Run 1, cell sizes after repair:
Drawn at 8 px/µm.
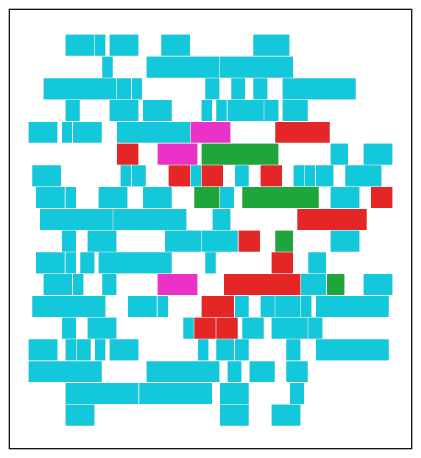
Run 1, M3 wires:
Drawn at 4 px/µm.
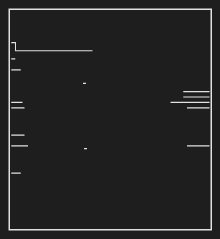
Run 1, gate families picked out:
Drawn at 8 px/µm.
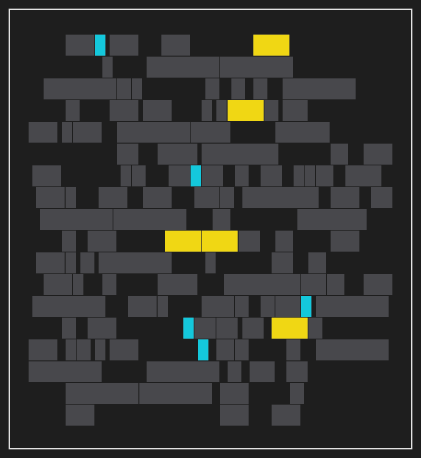
Run 1, met2 routing:
Drawn at 4 px/µm. Cells faint in the background.
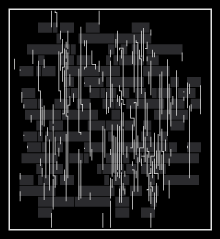
File: config.mk
export PLATFORM = sky130hd
export DESIGN_NAME = pattern_pulse_generator
export DESIGN_NICKNAME = d
export VERILOG_FILES = /design/src/rtl/pattern_pulse_generator.sv
export SDC_FILE = /design/constraint.sdc
export NUM_CORES = 1
export LEC_CHECK = 0
export CAP_MARGIN = 20
export CORE_ASPECT_RATIO = 1.1
export CORE_MARGIN = 2
export CORE_UTILIZATION = 40
export CTS_BUF_LIST = sky130_fd_sc_hd__clkbuf_8
export CTS_CLUSTER_SIZE = 12
export DETAILED_ROUTE_END_ITERATION = 16
export PLACE_DENSITY_LB_ADDON = 0.1
export RECOVER_POWER = 25
export REMOVE_ABC_BUFFERS = 1
export SLEW_MARGIN = 15
export SYNTH_ARGS = -nofsm -noshare
export SYNTH_HDL_FRONTEND = slang
export SYNTH_SLANG_ARGS = --single-unit
File: constraint.sdc
create_clock -name CLK -period 1.78 [get_ports CLK]
set_input_delay 0.356 -clock CLK [delete_from_list [all_inputs] [get_ports CLK]]
set_output_delay 0.356 -clock CLK [all_outputs]
set_load 0.01 [all_outputs]
File: src/rtl/pattern_pulse_generator.sv
// Rotating pattern register that plays a loaded pattern out serially in bursts of full rotations.
// Optional macro PATTERN_PULSE_GEN_DIR_EN enables right rotation via DIR; without it rotation is always left.
module pattern_pulse_generator #(
    parameter int WIDTH = 8,
    parameter int CNT_W = 4
) (
    input  logic             CLK,
    input  logic             RESET,
    input  logic [WIDTH-1:0] INP,
    input  logic             LOAD,
    input  logic             START,
    input  logic             STOP,
    input  logic [CNT_W-1:0] NUM_ROT,
    input  logic             DIR,
    output logic             OUT,
    output logic             BUSY,
    output logic             DONE
);

    localparam int SHW = $clog2(WIDTH);
    localparam logic [SHW-1:0] LAST_SHIFT = SHW'(WIDTH - 1);

    typedef enum logic [1:0] {
        ST_IDLE,
        ST_RUN,
        ST_DONE
    } state_t;

    state_t           state_q, state_d;
    logic [WIDTH-1:0] pattern_q, pattern_d;
    logic [SHW-1:0]   shift_q, shift_d;
    logic [CNT_W-1:0] rot_q, rot_d;

    logic             rotRight;
    logic             wrap;
    logic             lastRot;
    logic             startOk;
    logic [WIDTH-1:0] rotated;

`ifdef PATTERN_PULSE_GEN_DIR_EN
    assign rotRight = DIR;
`else
    logic unused_dir;
    assign unused_dir = DIR;
    assign rotRight   = 1'b0;
`endif

    // A latched count of zero never reaches lastRot, which gives continuous mode.
    assign wrap    = (shift_q == LAST_SHIFT);
    assign lastRot = wrap && (rot_q == CNT_W'(1));
    assign startOk = START && !STOP;
    assign rotated = rotRight ? {pattern_q[0], pattern_q[WIDTH-1:1]}
                              : {pattern_q[WIDTH-2:0], pattern_q[WIDTH-1]};

    always_ff @(posedge CLK or posedge RESET) begin
        if (RESET) begin
            state_q   <= ST_IDLE;
            pattern_q <= '0;
            shift_q   <= '0;
            rot_q     <= '0;
        end else begin
            state_q   <= state_d;
            pattern_q <= pattern_d;
            shift_q   <= shift_d;
            rot_q     <= rot_d;
        end
    end

    always_comb begin
        state_d = state_q;
        if (LOAD) begin
            state_d = ST_IDLE;
        end else begin
            case (state_q)
                ST_IDLE: if (startOk) state_d = ST_RUN;
                ST_RUN: begin
                    if (STOP)         state_d = ST_IDLE;
                    else if (lastRot) state_d = ST_DONE;
                end
                ST_DONE: state_d = ST_IDLE;
                default: state_d = ST_IDLE;
            endcase
        end
    end

    always_comb begin
        pattern_d = pattern_q;
        shift_d   = shift_q;
        rot_d     = rot_q;
        if (LOAD) begin
            pattern_d = INP;
            shift_d   = '0;
            rot_d     = '0;
        end else if (state_q == ST_IDLE && startOk) begin
            shift_d = '0;
            rot_d   = NUM_ROT;
        end else if (state_q == ST_RUN && !STOP) begin
            pattern_d = rotated;
            shift_d   = wrap ? '0 : shift_q + SHW'(1);
            if (wrap && rot_q != '0) begin
                rot_d = rot_q - CNT_W'(1);
            end
        end
    end

    always_comb begin
        BUSY = (state_q == ST_RUN);
        DONE = (state_q == ST_DONE);
        OUT  = rotRight ? pattern_q[0] : pattern_q[WIDTH-1];
    end

endmodule

==> impl_table.tex, run 1 <==
% Yosys + OpenROAD metrics
\begin{tabular}{lr}
\hline
Metric & Value \\
\hline
\multicolumn{2}{l}{\textbf{Final timing}} \\
\quad Unrepaired setup endpoints after global routing & false \\
\quad Achievable Freq & around 580 MHz \\
\quad Transition time of the tightest slew-check pin & 0.924 ns \\
\quad Clock skew & $\sim$0.0021 ns \\
\quad Post-route minimum period & 1.72 ns \\
\quad Max-slew violation count & 0 \\
\quad Final number of hold-violating endpoints & 0 \\
\quad Max-slew headroom at the worst pin & 38.4\% \\
\quad Final-report setup violation count & 0 \\
\quad Hold slack final & slightly above 0.5 ns \\
\quad Final period utilization & 96.9\% \\
\multicolumn{2}{l}{\textbf{Clock tree}} \\
\quad Clock Tree Buf Depth & 2 \\
\quad Insertion Delay late pin & between 0.2 and 0.3 ns \\
\quad Clock-pin slew reported for the worst setup and hold paths after clock tree synthesis & about 0.070 ns \\
\quad TritonCTS Sinks & 17 \\
\quad Post-cts hold-fix buffer tally & 0 \\
\quad Buffer type at the clock tree root & sky130\_fd\_sc\_hd\_\_clkbuf\_8 \\
\quad Clock tree from TritonCTS & yes \\
\quad Depth of the CTS H-tree & 1 \\
\quad TritonCTS Buffers & 3 \\
\multicolumn{2}{l}{\textbf{Cells and area}} \\
\quad Total Nets Final & 144 \\
\quad Sequential cell area & 428 µm² \\
\quad Dominant logic cell types in the final layout & sky130\_fd\_sc\_hd\_\_clkdlybuf4s50\_1 (17), sky130\_fd\_sc\_hd\_\_dfrtp\_1 (15), sky130\_fd\_sc\_hd\_\_nand2\_1 (11), sky130\_fd\_sc\_hd\_\_o21ai\_0 (11), sky130\_fd\_sc\_hd\_\_buf\_4 (9) \\
\quad Filler cell count & 198 \\
\quad Number of antenna cells inserted & 0 \\
\quad Fraction of final layout cells with drive strength greater than 1 & 17.5\% \\
\quad Multi-input gate area & 479 µm² \\
\multicolumn{2}{l}{\textbf{Synthesis}} \\
\quad Combined area of all synthesized cells & 936 µm² \\
\quad Biggest area cells & sky130\_fd\_sc\_hd\_\_dfrtp\_1 (45\%), sky130\_fd\_sc\_hd\_\_mux2i\_1 (8.6\%), sky130\_fd\_sc\_hd\_\_ha\_1 (6.7\%) \\
\quad Sequential fraction of the synthesis area & a little under half \\
\quad Netlist cell types & 30 \\
\quad Synthesis Warnings & 0 \\
\quad Avg Cell Area, Syn & 10.4 µm² \\
\quad Share of the synthesized area in the top cell type & a little under half \\
\quad Count of mapped cells out of synthesis & 90 \\
\quad Cell total in the yosys stat output & 90 \\
\quad Yosys stat area & slightly above 900 µm² \\
\quad Register bit count reported by yosys & 17 \\
\quad Cell type contributing the most total cell area after synthesis & sky130\_fd\_sc\_hd\_\_dfrtp\_1 \\
\multicolumn{2}{l}{\textbf{Die}} \\
\quad Die Width & 50.1 µm \\
\quad Chip Height & between 50 and 60 µm \\
\quad Initial cell density of the core & 42.0\% \\
\quad Boundary Pins & 21 \\
\quad Floorplan core area & 2230 µm² \\
\quad Die Outline Area & around 2700 µm² \\
\quad Row cnt & 18 \\
\multicolumn{2}{l}{\textbf{Placed design}} \\
\quad Cells after DPL & 145 \\
\quad Number of I/O port buffers & 19 \\
\quad Standard cell area after detailed placement & 1220 µm² \\
\quad Detailed Place HPWL & 1450 µm \\
\quad Final weighted congestion in routability-driven placement & about 0.82 \\
\multicolumn{2}{l}{\textbf{Run status}} \\
\quad Status & complete, no violations \\
\multicolumn{2}{l}{\textbf{Hold path}} \\
\quad Type of the worst min-delay path & reg -> reg \\
\multicolumn{2}{l}{\textbf{Global route}} \\
\quad Antenna violations before repair & 0 \\
\quad Remaining global-route overflow & 0 \\
\quad Pin count of the biggest net entering global routing & 18 \\
\quad Number of global-route vias before repair & 767 \\
\quad First-pass GRT wire length & 3310 µm \\
\quad Global-route usage over all layers & 16.1\% \\
\multicolumn{2}{l}{\textbf{Setup path}} \\
\quad Kind of start point of the critical path & flop \\
\quad Critical path endpoint category & output port \\
\quad Critical Path RT & between 1 and 1.5 ns \\
\quad Classification of the worst setup path & reg -> out \\
\quad Crit Path Max Fanout & 5 \\
\quad Data arrival time at the worst-slack endpoint & 1.37 ns \\
\multicolumn{2}{l}{\textbf{Power and ir drop}} \\
\quad Power per standard cell area & 740 nW/µm² \\
\quad Pwr Total & 0.000941 W \\
\quad Leakage power figure & 0.555 nW \\
\quad Maximum resistive drop on vdd & 0.562 mV \\
\multicolumn{2}{l}{\textbf{Route}} \\
\quad WL met1 & 880 µm \\
\quad Met2 routed WL & 935 µm \\
\quad Average wire per standard cell & 12.7 µm \\
\quad Iteration-0 DRC Markers & 3 \\
\quad Final antenna-violating net count & 0 \\
\quad Length of the first detailed-routing pass in iterations & 4 \\
\quad Uppermost layer routed & met4 \\
\quad Total DRC errors in the routed layout & 0 \\
\quad Average vias per placed instance & roughly 5.1 \\
\quad Routed length on met3 & 72 µm \\
\multicolumn{2}{l}{\textbf{Job}} \\
\quad Tally of OpenROAD warnings & 28 \\
\quad Max-cap violations & 0 \\
\hline
\end{tabular}
Back to the opening pictures, 'cell sizes after repair':
size	color	cells
drive 6 and up	magenta	3
drive 3 to 4	red	13
drive 1 or less	cyan	99
drive 2	green	5
Area Growth Syn to Fin: 36.0%
final instance area: 1270 µm²
post-route setup slack: 0.0557 ns

Back to the opening pictures, 'M3 wires':
wire length on this layer	72.4 µm
main direction	horizontal
met3 GRT Util: 3.55%
final wirelength: 1910 µm
routed via count: 768

Back to the opening pictures, 'gate families picked out':
family	color	cells	most used
adder and majority cells	yellow	5	ha_1
inverters	cyan	5	inv_1
most used logic cell in the final layout: sky130_fd_sc_hd__clkdlybuf4s50_1
multi-input gate share of the layout cell area: 37.7%
final cell count without fillers: 150

Back to the opening pictures, 'met2 routing':
wire length on this layer	936 µm
nets with wire on the layer	117
longest straight run	19.4 µm
share of all routed wire	49%
met2 track utilization from global routing: 29.8%

-- run 1: kinds of logic (layout without fill, tap and decap cells) --
group / count (synthesis) / after routing / share of synthesized area (%)
compound gates: 23 / 23 / 17.1
buf+inv: 8 / 38 / 3.34
mux: 8 / 8 / 8.56
simple gates: 29 / 29 / 18.9
flops: 17 / 17 / 45.5
fa+ha+maj: 5 / 5 / 6.68
-- run 1: final cells by class --
class	count	share of cell area (%)
timing repair buffer	29	20.7
sequential	17	33.6
clock buffer	3	3.24
multi-input combinational	65	37.7
clock inverter	1	0.295
tap	30	2.95
inverter	5	1.47
-- run 1: registers in the layout (all words and copies together) (netlist names) --
| signal | cells |
|---|---|
| rot_q | 4 |
| shift_q | 3 |
| pattern_q | 8 |
| state_q | 2 |
-- run 1: per-stage QoR --
| step | setup TNS, ns | utilization, % | setup WS [ns] |
|---|---|---|---|
| after CTS | 0 | 56.7 | 0.0157 |
| after floorplan | 0 | - | 0.115 |
| after detailed placement | -1.13 | 54.7 | -0.138 |
| final | 0 | 57.1 | 0.0557 |
| after global placement | -0.834 | 54.7 | -0.122 |
| after global routing | 0 | 57.1 | 0.00303 |
-- run 1: critical path, stage by stage, from the launching register on --
cell and delay (ns):
sky130_fd_sc_hd__dfrtp_2 0.43, sky130_fd_sc_hd__nor2b_1 0.15, sky130_fd_sc_hd__clkdlybuf4s50_1 0.54
-- run 1: worst paths after layout --
path | startpoint | end | slack, ns | cells after the start
setup reg to reg | rot_q[0] | rot_q[3] | 0.10 | 6
max in group asynchronous | RESET | state_q[1] | 0.35 | 3
hold reg to reg | shift_q[0] | shift_q[0] | 0.51 | 1
setup / recovery | state_q[1] | DONE | 0.06 | 2
min in group asynchronous | RESET | pattern_q[1] | 0.81 | 3
hold / removal | shift_q[0] | shift_q[0] | 0.51 | 1
-- run 1: repair_timing --
action	in CTS	in global routing
setup buffers	0	1
cloned	0	0
endpoints found under the setup margin	1	4
gates resized	1	2
pin swaps	0	2
-- run 1: Yosys cell counts (all sizes together) --
cell    count
a22oi       1
nand3       4
inv         5
ha          5
clkbuf      2
a311oi      2
a31o        1
o41ai       1
o21ai      12
dfrtp      17
or2         1
or3b        1
nor2b       2
nor2        3
a221oi      1
a21oi       3
and2        1
nand4       1
nor4        1
a211oi      1
nor3        2
nand2      11
buf         1
mux2i       8
nor3b       1
nor4b       1
a32oi       1
-- run 1: power by group --
group | internal [W] | switching [W] | total (W)
Sequential | 0.000421 | 0.0000280 | 0.000449
Combinational | 0.000115 | 0.0000919 | 0.000207
Clock | 0.000153 | 0.000132 | 0.000285
Total | 0.000689 | 0.000252 | 0.000941
-- run 1: routing by layer --
layer / vias up / GRT usage, %
met5: - / 0
met1: 366 / 18.6
li1: 385 / -
met3: 2 / 3.55
met4: 0 / 5.56
met2: 15 / 29.8
Run 1, track usage over the die:
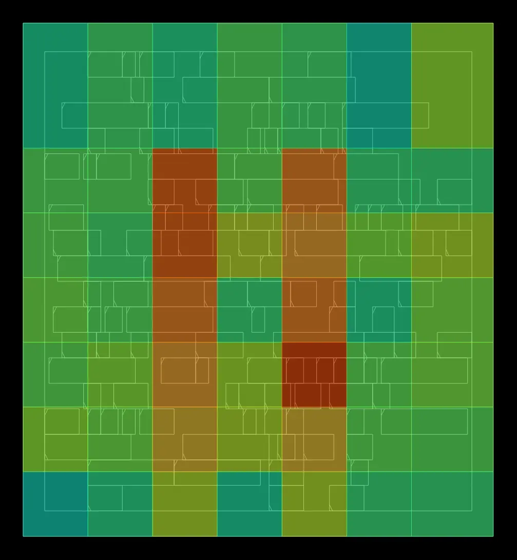

==> run 1 -> run 2 <==
--- a/config.mk
+++ b/config.mk
@@ -12,7 +12,7 @@
 export CTS_BUF_LIST = sky130_fd_sc_hd__clkbuf_8
 export CTS_CLUSTER_SIZE = 12
 export DETAILED_ROUTE_END_ITERATION = 16
-export PLACE_DENSITY_LB_ADDON = 0.1
+export PLACE_DENSITY = 0.71
 export RECOVER_POWER = 25
 export REMOVE_ABC_BUFFERS = 1
 export SLEW_MARGIN = 15
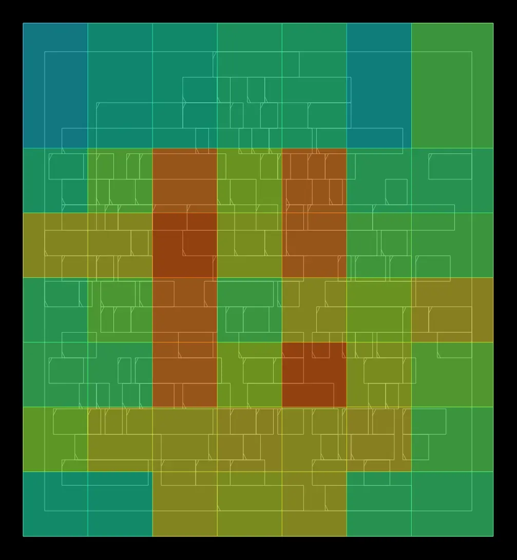
Run 2: track usage over the die
met3 GRT Util: 2.46%
global-route usage over all layers: 16.6%
Most Crowded Layer GR: met2
final core utilization: 58.8%
met1 Track Usage GR: 18.3%

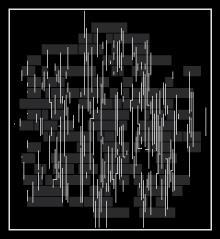
Run 2: met2 routing
Drawn at 4 px/µm. Cells faint in the background.
share of all routed wire	53%
wire length on this layer	1030 µm
met2 track utilization from global routing: 32.9%
routed via count: 782
final wirelength: 1950 µm

==> run 2 against run 1 <==
Net effect:
- total power grew 1.0%
- global-route usage is 0.51 points higher
- setup slack improved by 0.030 ns
- flip-flop count is the same
- critical endpoint is now rot_q[3]
- largest power group unchanged
- synthesized area unchanged
- design area up 3.0%
- clock-buffer cell count did not move
- final cell count up 2.0%
- synthesized cell count unchanged
- via count rose by 1.8%
==> impl_table.tex, run 2 <==
% Yosys + OpenROAD metrics
\begin{tabular}{lr}
\hline
Metric & Value \\
\hline
\multicolumn{2}{l}{\textbf{Run status}} \\
\quad Status & complete, no violations (unchanged) \\
\multicolumn{2}{l}{\textbf{Global route}} \\
\quad Pin count of the biggest net entering global routing & 18 (unchanged) \\
\quad Number of global-route vias before repair & 823 (was 767) \\
\quad Antenna violations before repair & 0 (unchanged) \\
\multicolumn{2}{l}{\textbf{Hold path}} \\
\quad Type of the worst min-delay path & reg -> reg (unchanged) \\
\multicolumn{2}{l}{\textbf{Die}} \\
\quad Floorplan core area & 2230 µm² (unchanged) \\
\quad Die Width & 50.1 µm (unchanged) \\
\quad Row cnt & 18 (unchanged) \\
\quad Boundary Pins & 21 (unchanged) \\
\quad Chip Height & 54.7 µm (unchanged) \\
\quad Initial cell density of the core & 42.0\% (unchanged) \\
\quad Die Outline Area & 2740 µm² (unchanged) \\
\multicolumn{2}{l}{\textbf{Synthesis}} \\
\quad Most used DFF post-synth & sky130\_fd\_sc\_hd\_\_dfrtp\_1 (unchanged) \\
\quad Proportion of synthesized flip-flops having asynchronous set or reset & 100\% (unchanged) \\
\quad Cell with the most instances after synthesis & sky130\_fd\_sc\_hd\_\_dfrtp\_1 (unchanged) \\
\quad Count of mapped cells out of synthesis & 90 (unchanged) \\
\quad Cell total in the yosys stat output & 90 (unchanged) \\
\quad Biggest area cells & sky130\_fd\_sc\_hd\_\_dfrtp\_1 (45\%), sky130\_fd\_sc\_hd\_\_mux2i\_1 (8.6\%), sky130\_fd\_sc\_hd\_\_ha\_1 (6.7\%) (unchanged) \\
\quad Sequential fraction of the synthesis area & 45.5\% (unchanged) \\
\quad Yosys stat area & 936 µm² (unchanged) \\
\quad Synthesis Warnings & 0 (unchanged) \\
\quad Share of the synthesized area in the top cell type & 45.5\% (unchanged) \\
\quad Netlist cell types & 30 (unchanged) \\
\multicolumn{2}{l}{\textbf{Cells and area}} \\
\quad Most used logic cell in the final layout & sky130\_fd\_sc\_hd\_\_clkdlybuf4s50\_1 (unchanged) \\
\quad Total Nets Final & 147 (was 144) \\
\quad Largest register FFs & 8 (unchanged) \\
\quad Dominant logic cell types in the final layout & sky130\_fd\_sc\_hd\_\_clkdlybuf4s50\_1 (16), sky130\_fd\_sc\_hd\_\_dfrtp\_1 (15), sky130\_fd\_sc\_hd\_\_nand2\_1 (11), sky130\_fd\_sc\_hd\_\_o21ai\_0 (11), sky130\_fd\_sc\_hd\_\_buf\_4 (11) (was sky130\_fd\_sc\_hd\_\_clkdlybuf4s50\_1 (17), sky130\_fd\_sc\_hd\_\_dfrtp\_1 (15), sky130\_fd\_sc\_hd\_\_nand2\_1 (11), sky130\_fd\_sc\_hd\_\_o21ai\_0 (11), sky130\_fd\_sc\_hd\_\_buf\_4 (9)) \\
\quad Final cell count without fillers & 153 (was 150) \\
\quad Area Growth Syn to Fin & 40.0\% (was 36.0\%) \\
\multicolumn{2}{l}{\textbf{Route}} \\
\quad Average wire per standard cell & 12.8 µm (was 12.7 µm) \\
\quad Iteration-0 DRC Markers & 12 (was 3) \\
\quad Final antenna-violating net count & 0 (unchanged) \\
\quad Average vias per placed instance & 5.11 (was 5.12) \\
\quad Total DRC errors in the routed layout & 0 (unchanged) \\
\multicolumn{2}{l}{\textbf{Clock tree}} \\
\quad Post-cts hold-fix buffer tally & 0 (unchanged) \\
\quad Clock-pin slew reported for the worst setup and hold paths after clock tree synthesis & 0.07 ns (about the same) \\
\quad Insertion Delay late pin & 0.25 ns (about the same) \\
\quad Buffer type at the clock tree root & sky130\_fd\_sc\_hd\_\_clkbuf\_8 (unchanged) \\
\quad TritonCTS Buffers & 3 (unchanged) \\
\quad TritonCTS Sinks & 17 (unchanged) \\
\quad Clock Tree Buf Depth & 2 (unchanged) \\
\multicolumn{2}{l}{\textbf{Setup path}} \\
\quad Critical Path RT & 1.96 ns (was 1.42 ns) \\
\quad R2R setup slack & 0.11 ns (was 0.10 ns) \\
\quad Data arrival time at the worst-slack endpoint & 1.87 ns (was 1.37 ns) \\
\quad Worst-path cell chain & clkdlybuf4s50\_1, nor4b\_4, and2\_1, a22oi\_1, o21ai\_1 (was nor2b\_1, clkdlybuf4s50\_1) \\
\quad Classification of the worst setup path & in -> reg (was reg -> out) \\
\quad Critical path endpoint category & flop (was output port) \\
\quad Cell with the largest stage delay on the worst path & sky130\_fd\_sc\_hd\_\_clkdlybuf4s50\_1 (unchanged) \\
\multicolumn{2}{l}{\textbf{Job}} \\
\quad Max-cap violations & 0 (unchanged) \\
\multicolumn{2}{l}{\textbf{Power and ir drop}} \\
\quad Leakage power figure & 0.592 nW (was 0.555 nW) \\
\quad Pwr Total & 0.000951 W (was 0.000941 W) \\
\quad Power per standard cell area & 726 nW/µm² (was 740 nW/µm²) \\
\multicolumn{2}{l}{\textbf{Final timing}} \\
\quad Achievable Freq & 590 MHz (was 580 MHz) \\
\quad Clock skew & 0.00285 ns (was 0.00213 ns) \\
\quad Max-slew violation count & 0 (unchanged) \\
\quad Transition time of the tightest slew-check pin & 0.950 ns (was 0.924 ns) \\
\quad Post-route minimum period & 1.69 ns (was 1.72 ns) \\
\quad Final-report setup violation count & 0 (unchanged) \\
\quad Post-route setup slack & 0.0861 ns (was 0.0557 ns) \\
\quad Final period utilization & 95.2\% (was 96.9\%) \\
\quad Unrepaired setup endpoints after global routing & false (unchanged) \\
\multicolumn{2}{l}{\textbf{Placed design}} \\
\quad Number of I/O port buffers & 19 (unchanged) \\
\quad Final weighted congestion in routability-driven placement & 0.807 (was 0.821) \\
\quad Cells after DPL & 148 (was 145) \\
\hline
\end{tabular}
[run 2: cell counts after synthesis]
No cell type changed its count.
[run 2: per-stage QoR]
stage / hold WS (ns) / setup TNS (ns) / cell area [µm²]
after floorplan: 0.282 / 0 / 923
after global placement: 0.490 / -0.803 / 1250
after detailed placement: 0.493 / -1.32 / 1250
after CTS: 0.416 / 0 / 1300
after global routing: 0.542 / 0 / 1310
final: 0.500 / 0 / 1310
[run 2: critical path: cells and delay by family]
| kind | cells | cell delay [ns] |
|---|---|---|
| buf+inv | 1 | 0.52 |
| simple gates | 2 | 0.75 |
| compound gates | 2 | 0.25 |
[run 2: routing by layer]
| layer | routed length (µm) | up-vias |
|---|---|---|
| li1 | - | 392 |
| met1 | 851 | 373 |
| met2 | 1030 | 17 |
| met3 | 67 | 0 |
| met4 | 0 | 0 |
| met5 | 0 | - |
[run 2: logic make-up after synthesis]
logic type      count (synthesis)  share of synthesized area [%]
fa+ha+maj                       5                           6.68
simple gates                   29                           18.9
compound gates                 23                           17.1
flops                          17                           45.5
mux                             8                           8.56
buf+inv                         8                           3.34
[run 2: area by class of cell]
| type | count | area, µm² |
|---|---|---|
| multi-input combinational | 65 | 479 |
| clock buffer | 3 | 41.3 |
| clock inverter | 1 | 3.75 |
| tap | 30 | 37.5 |
| timing repair buffer | 32 | 302 |
| inverter | 5 | 18.8 |
| fill | 193 | 920 |
| sequential | 17 | 428 |
[run 2: report_power, final]
group | leakage (nW) | internal [W] | switching (W)
logic | 0.351 | 0.000125 | 0.0000996
clock network | 0.0269 | 0.000153 | 0.000129
registers | 0.214 | 0.000421 | 0.0000235
[run 2: final timing paths]
path / from / to / cells after the start
setup / recovery: STOP / rot_q[3] / 5
hold / removal: shift_q[0] / shift_q[0] / 1
setup reg to reg: rot_q[1] / rot_q[3] / 6
hold reg to reg: shift_q[0] / shift_q[0] / 1
max in group asynchronous: RESET / state_q[1] / 3
min in group asynchronous: RESET / pattern_q[2] / 3
[run 2: what timing repair did]
| action | 4_1_cts | 5_1_grt |
|---|---|---|
| setup endpoints to repair | 2 | 5 |
| setup buffers | 0 | 1 |
| gates resized | 2 | 2 |
| pin swaps | 0 | 1 |
Run 2, gate families picked out:
Drawn at 8 px/µm.
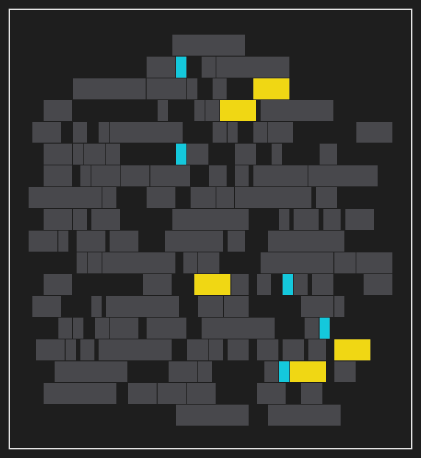

==> run 2 -> run 3 <==
--- a/config.mk
+++ b/config.mk
@@ -5,6 +5,8 @@
 export SDC_FILE = /design/constraint.sdc
 export NUM_CORES = 1
 export LEC_CHECK = 0
+export ABC_AREA = 1
+export ABC_CLOCK_PERIOD_IN_PS = 1780
 export CAP_MARGIN = 20
 export CORE_ASPECT_RATIO = 1.1
 export CORE_MARGIN = 2
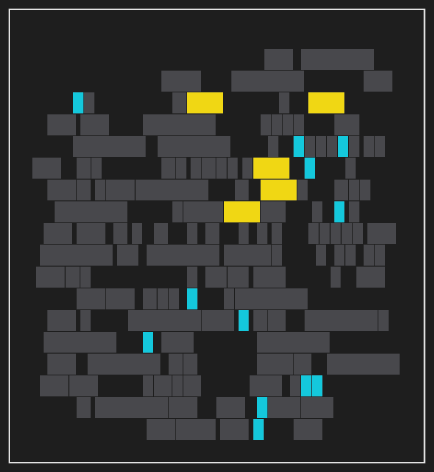
Run 3: gate families picked out
Drawn at 8 px/µm.
family	color	cells	most used
adder and majority cells	yellow	5	ha_1
inverters	cyan	12	inv_1
most used logic cell in the final layout: sky130_fd_sc_hd__nand2_1
multi-input gate share of the layout cell area: 40.4%

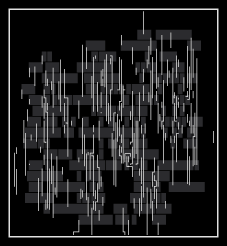
Run 3: met2 routing
Drawn at 4 px/µm. Cells faint in the background.
longest straight run	26.5 µm
wire length on this layer	1030 µm
nets with wire on the layer	134
routed via count: 857
met2 track utilization from global routing: 29.9%
final wirelength: 2030 µm

==> run 3 against run 2 <==
Net effect:
- first-iteration DRC count grew 25%
- global-route usage barely moved
- synthesized area is 7.1% higher
- routed wire length is 3.8% higher
- clock power increased by 4%
- register-to-register slack better by 0.27 ns
- sequential power grew 4.9%
- final cell count increased by 16%
- combinational power is 5% higher
- sequential share of layout area is 0.38 points higher
- synthesized cell count rose by 36%
- total power increased by 4.9%
- critical endpoint is now DONE
- largest cell class unchanged
- highest routed layer is now met4
==> impl_table.tex, run 3 <==
% Yosys + OpenROAD metrics
\begin{tabular}{lr}
\hline
Metric & Value \\
\hline
\multicolumn{2}{l}{\textbf{Synthesis}} \\
\quad Cell type contributing the most total cell area after synthesis & sky130\_fd\_sc\_hd\_\_dfrtp\_1 (unchanged) \\
\quad Biggest area cells & sky130\_fd\_sc\_hd\_\_dfrtp\_1 (42\%), sky130\_fd\_sc\_hd\_\_nand2\_1 (16\%), sky130\_fd\_sc\_hd\_\_ha\_1 (6.2\%) (was sky130\_fd\_sc\_hd\_\_dfrtp\_1 (45\%), sky130\_fd\_sc\_hd\_\_mux2i\_1 (8.6\%), sky130\_fd\_sc\_hd\_\_ha\_1 (6.7\%)) \\
\quad Yosys stat area & 1000 µm² (was 936 µm²) \\
\quad Cell total in the yosys stat output & 122 (was 90) \\
\quad Netlist cell types & 21 (was 30) \\
\quad Count of mapped cells out of synthesis & 122 (was 90) \\
\quad Most used DFF post-synth & sky130\_fd\_sc\_hd\_\_dfrtp\_1 (unchanged) \\
\quad Share of the synthesized area in the top cell type & 42.4\% (was 45.5\%) \\
\quad Post-synth EDFFs & 0 (unchanged) \\
\quad Top cells by count, synth & sky130\_fd\_sc\_hd\_\_nand2\_1 (43), sky130\_fd\_sc\_hd\_\_dfrtp\_1 (17), sky130\_fd\_sc\_hd\_\_inv\_1 (10), sky130\_fd\_sc\_hd\_\_nor2\_1 (10) (was sky130\_fd\_sc\_hd\_\_dfrtp\_1 (17), sky130\_fd\_sc\_hd\_\_nand2\_1 (11), sky130\_fd\_sc\_hd\_\_o21ai\_0 (11), sky130\_fd\_sc\_hd\_\_mux2i\_1 (8)) \\
\quad Synthesis Warnings & 0 (unchanged) \\
\quad Combined area of all synthesized cells & 1000 µm² (was 936 µm²) \\
\quad Register bit count reported by yosys & 17 (unchanged) \\
\quad Sequential fraction of the synthesis area & 42.4\% (was 45.5\%) \\
\multicolumn{2}{l}{\textbf{Setup path}} \\
\quad Worst-path cell chain & inv\_1, nor2\_1, clkdlybuf4s50\_1 (was clkdlybuf4s50\_1, nor4b\_4, and2\_1, a22oi\_1, o21ai\_1) \\
\quad Crit Path Max Fanout & 3 (was 5) \\
\quad Cell with the largest stage delay on the worst path & sky130\_fd\_sc\_hd\_\_clkdlybuf4s50\_1 (unchanged) \\
\quad Data arrival time at the worst-slack endpoint & 1.35 ns (was 1.87 ns) \\
\quad Critical Path RT & 1.42 ns (was 1.96 ns) \\
\quad Bufs and invs on worst path & 2 (was 1) \\
\quad Worst-case reg-to-reg path depth & 7 (was 6) \\
\quad Kind of start point of the critical path & flop (was primary input) \\
\quad Critical path endpoint category & output port (was flop) \\
\quad Worst reg2reg path startpoint & shift\_q[0] (was rot\_q[1]) \\
\quad Worst path top cell family by delay & buffers and inverters (was simple AND/OR/NAND/NOR gates) \\
\quad R2R setup slack & 0.38 ns (was 0.11 ns) \\
\quad Reg2reg end & rot\_q[0] (was rot\_q[3]) \\
\quad Maximum cell stage delay along the critical path & 0.53 ns (was 0.52 ns) \\
\quad Path length in cells of the critical path & 3 (was 5) \\
\quad Timing startpoint of the critical path & state\_q[1] (was STOP) \\
\multicolumn{2}{l}{\textbf{Clock tree}} \\
\quad Clock tree from TritonCTS & yes (unchanged) \\
\quad Buffer type at the clock tree root & sky130\_fd\_sc\_hd\_\_clkbuf\_8 (unchanged) \\
\quad Clock Tree Buf Depth & 2 (unchanged) \\
\quad Buffers inserted by post-CTS timing repair & 0 (unchanged) \\
\quad Insertion Delay late pin & 0.26 ns (was 0.25 ns) \\
\quad \# resized after CTS & 0 (was 2) \\
\quad Post-cts hold-fix buffer tally & 0 (unchanged) \\
\quad Clock-pin slew reported for the worst setup and hold paths after clock tree synthesis & 0.07 ns (about the same) \\
\quad TritonCTS Sinks & 17 (unchanged) \\
\quad Depth of the CTS H-tree & 1 (unchanged) \\
\multicolumn{2}{l}{\textbf{Final timing}} \\
\quad Post-route minimum period & 1.71 ns (was 1.69 ns) \\
\quad Hold slack final & 0.495 ns (was 0.500 ns) \\
\quad Setup TNS & 0 ns (unchanged) \\
\quad Final number of hold-violating endpoints & 0 (unchanged) \\
\quad Clock skew & 0.00629 ns (was 0.00285 ns) \\
\quad Unrepaired setup endpoints after global routing & false (unchanged) \\
\quad Transition time of the tightest slew-check pin & 0.933 ns (was 0.950 ns) \\
\quad Final period utilization & 96.0\% (was 95.2\%) \\
\quad Final-report setup violation count & 0 (unchanged) \\
\quad Max-slew violation count & 0 (unchanged) \\
\quad Max-slew headroom at the worst pin & 37.8\% (was 36.6\%) \\
\multicolumn{2}{l}{\textbf{Hold path}} \\
\quad Type of the worst min-delay path & reg -> reg (unchanged) \\
\quad Hold Path Origin & pattern\_q[1] (was shift\_q[0]) \\
\quad Number of stages on the worst hold path & 2 (was 1) \\
\quad Worst min-delay path endpoint & pattern\_q[1] (was shift\_q[0]) \\
\multicolumn{2}{l}{\textbf{Cells and area}} \\
\quad Largest register FFs & 8 (unchanged) \\
\quad Area Growth Syn to Fin & 28.5\% (was 40.0\%) \\
\quad Sequential cell area & 425 µm² (was 428 µm²) \\
\quad Total Nets Final & 171 (was 147) \\
\quad Number of antenna cells inserted & 0 (unchanged) \\
\quad Fraction of final layout cells with drive strength greater than 1 & 12.2\% (was 19.5\%) \\
\quad Multi-input gate area & 520 µm² (was 479 µm²) \\
\quad Dominant logic cell types in the final layout & sky130\_fd\_sc\_hd\_\_nand2\_1 (43), sky130\_fd\_sc\_hd\_\_clkdlybuf4s50\_1 (17), sky130\_fd\_sc\_hd\_\_dfrtp\_1 (17), sky130\_fd\_sc\_hd\_\_inv\_1 (10), sky130\_fd\_sc\_hd\_\_nor2\_1 (10) (was sky130\_fd\_sc\_hd\_\_clkdlybuf4s50\_1 (16), sky130\_fd\_sc\_hd\_\_dfrtp\_1 (15), sky130\_fd\_sc\_hd\_\_nand2\_1 (11), sky130\_fd\_sc\_hd\_\_o21ai\_0 (11), sky130\_fd\_sc\_hd\_\_buf\_4 (11)) \\
\quad Top Registers & pattern\_q: 8 flops, rot\_q: 4 flops, shift\_q: 3 flops (unchanged) \\
\quad Filler cell count & 240 (was 193) \\
\multicolumn{2}{l}{\textbf{Die}} \\
\quad Die Outline Area & 2920 µm² (was 2740 µm²) \\
\quad Row cnt & 19 (was 18) \\
\quad Floorplan core area & 2450 µm² (was 2230 µm²) \\
\quad Die Width & 51.7 µm (was 50.1 µm) \\
\quad Chip Height & 56.5 µm (was 54.7 µm) \\
\quad Initial cell density of the core & 40.9\% (was 42.0\%) \\
\multicolumn{2}{l}{\textbf{Power and ir drop}} \\
\quad Flop pwr share & 46.8\% (about the same) \\
\quad Portion of total power attributed to the clock network & 29.5\% (was 29.6\%) \\
\quad Sw Share & 30.2\% (was 26.5\%) \\
\quad Leakage power figure & 0.660 nW (was 0.592 nW) \\
\quad Net switching power of the design & 0.000302 W (was 0.000252 W) \\
\quad Power per standard cell area & 775 nW/µm² (was 726 nW/µm²) \\
\quad Part of the total power dissipated in combinational logic & 23.7\% (was 23.6\%) \\
\multicolumn{2}{l}{\textbf{Placed design}} \\
\quad Number of I/O port buffers & 19 (unchanged) \\
\quad Detailed Place HPWL & 1580 µm (was 1500 µm) \\
\quad Final weighted congestion in routability-driven placement & 0.744 (was 0.807) \\
\multicolumn{2}{l}{\textbf{Global route}} \\
\quad Number of global-route vias before repair & 898 (was 823) \\
\quad Global-route usage over all layers & 16.6\% (about the same) \\
\quad Antenna violations before repair & 0 (unchanged) \\
\quad Remaining global-route overflow & 0 (unchanged) \\
\quad Pin count of the biggest net entering global routing & 18 (unchanged) \\
\quad First-pass GRT wire length & 3630 µm (was 3420 µm) \\
\multicolumn{2}{l}{\textbf{Route}} \\
\quad Average wire per standard cell & 11.4 µm (was 12.8 µm) \\
\quad Length of the first detailed-routing pass in iterations & 4 (unchanged) \\
\quad Average vias per placed instance & 4.81 (was 5.11) \\
\quad Total DRC errors in the routed layout & 0 (unchanged) \\
\quad Iteration-0 DRC Markers & 15 (was 12) \\
\quad Final antenna-violating net count & 0 (unchanged) \\
\multicolumn{2}{l}{\textbf{Job}} \\
\quad Max-cap violations & 0 (unchanged) \\
\quad Tally of OpenROAD warnings & 28 (unchanged) \\
\multicolumn{2}{l}{\textbf{Run status}} \\
\quad Status & complete, no violations (unchanged) \\
\hline
\end{tabular}
run 3: power by group through the flow:
stage	logic [W]	registers [W]	clock network [W]
after floorplan	0.000154	0.000465	0
after global placement	0.000232	0.000471	0
after detailed placement	0.000242	0.000475	0
after CTS	0.000243	0.000467	0.000307
after global routing	0.000277	0.000472	0.000319
final	0.000237	0.000467	0.000294
run 3: worst max-delay path by stage:
stage	slack [ns]	to
finish	0.07	DONE
global route	0.01	DONE
CTS	0.03	BUSY
detailed placement	0.14	rot_q[2]
global placement	0.15	rot_q[0]
floorplan	0.54	rot_q[0]
run 3: tightest hold or removal path, stage by stage, from the launching register on:
cell,delay (ns)
sky130_fd_sc_hd__dfrtp_1,0.35
sky130_fd_sc_hd__nand2_1,0.05
sky130_fd_sc_hd__o21ai_1,0.06
run 3: layout make-up:
class	instances	area share [%]
clock buffers	3	3.21
clock inverters	1	0.389
inverters	12	3.50
multi-input cells	92	40.4
flip-flops and latches	17	33.0
well taps	31	3.01
repair buffers	22	16.4
run 3: layer usage:
metal | global-route usage, % | vias to the layer above | wire length, µm
li1 | - | 436 | -
met1 | 17.8 | 400 | 894
met2 | 29.9 | 18 | 1030
met3 | 3.46 | 3 | 64
met4 | 8.27 | 0 | 35
met5 | 0 | - | 0
run 3: cell families after synthesis:
logic type,synth area share [%]
simple gates,32.3
compound gates,7.49
xor+xnor,0.874
fa+ha+maj,6.24
buf+inv,5.62
flops,42.4
mux,4.99
run 3: through the flow:
step	std cells	util (%)	power, W	setup slack (ns)	instance area [µm²]
6_report	178	52.6	0.000998	0.0705	1290
5_1_grt	178	52.6	0.00107	0.0106	1290
4_1_cts	178	52.6	0.00102	0.0265	1290
3_5_place_dp	174	50.7	0.000716	0.138	1240
3_3_place_gp	174	50.7	0.000703	0.150	1240
2_1_floorplan	121	-	0.000619	0.535	991
Power figures rest on the tool's default switching activity, not on a simulated workload.
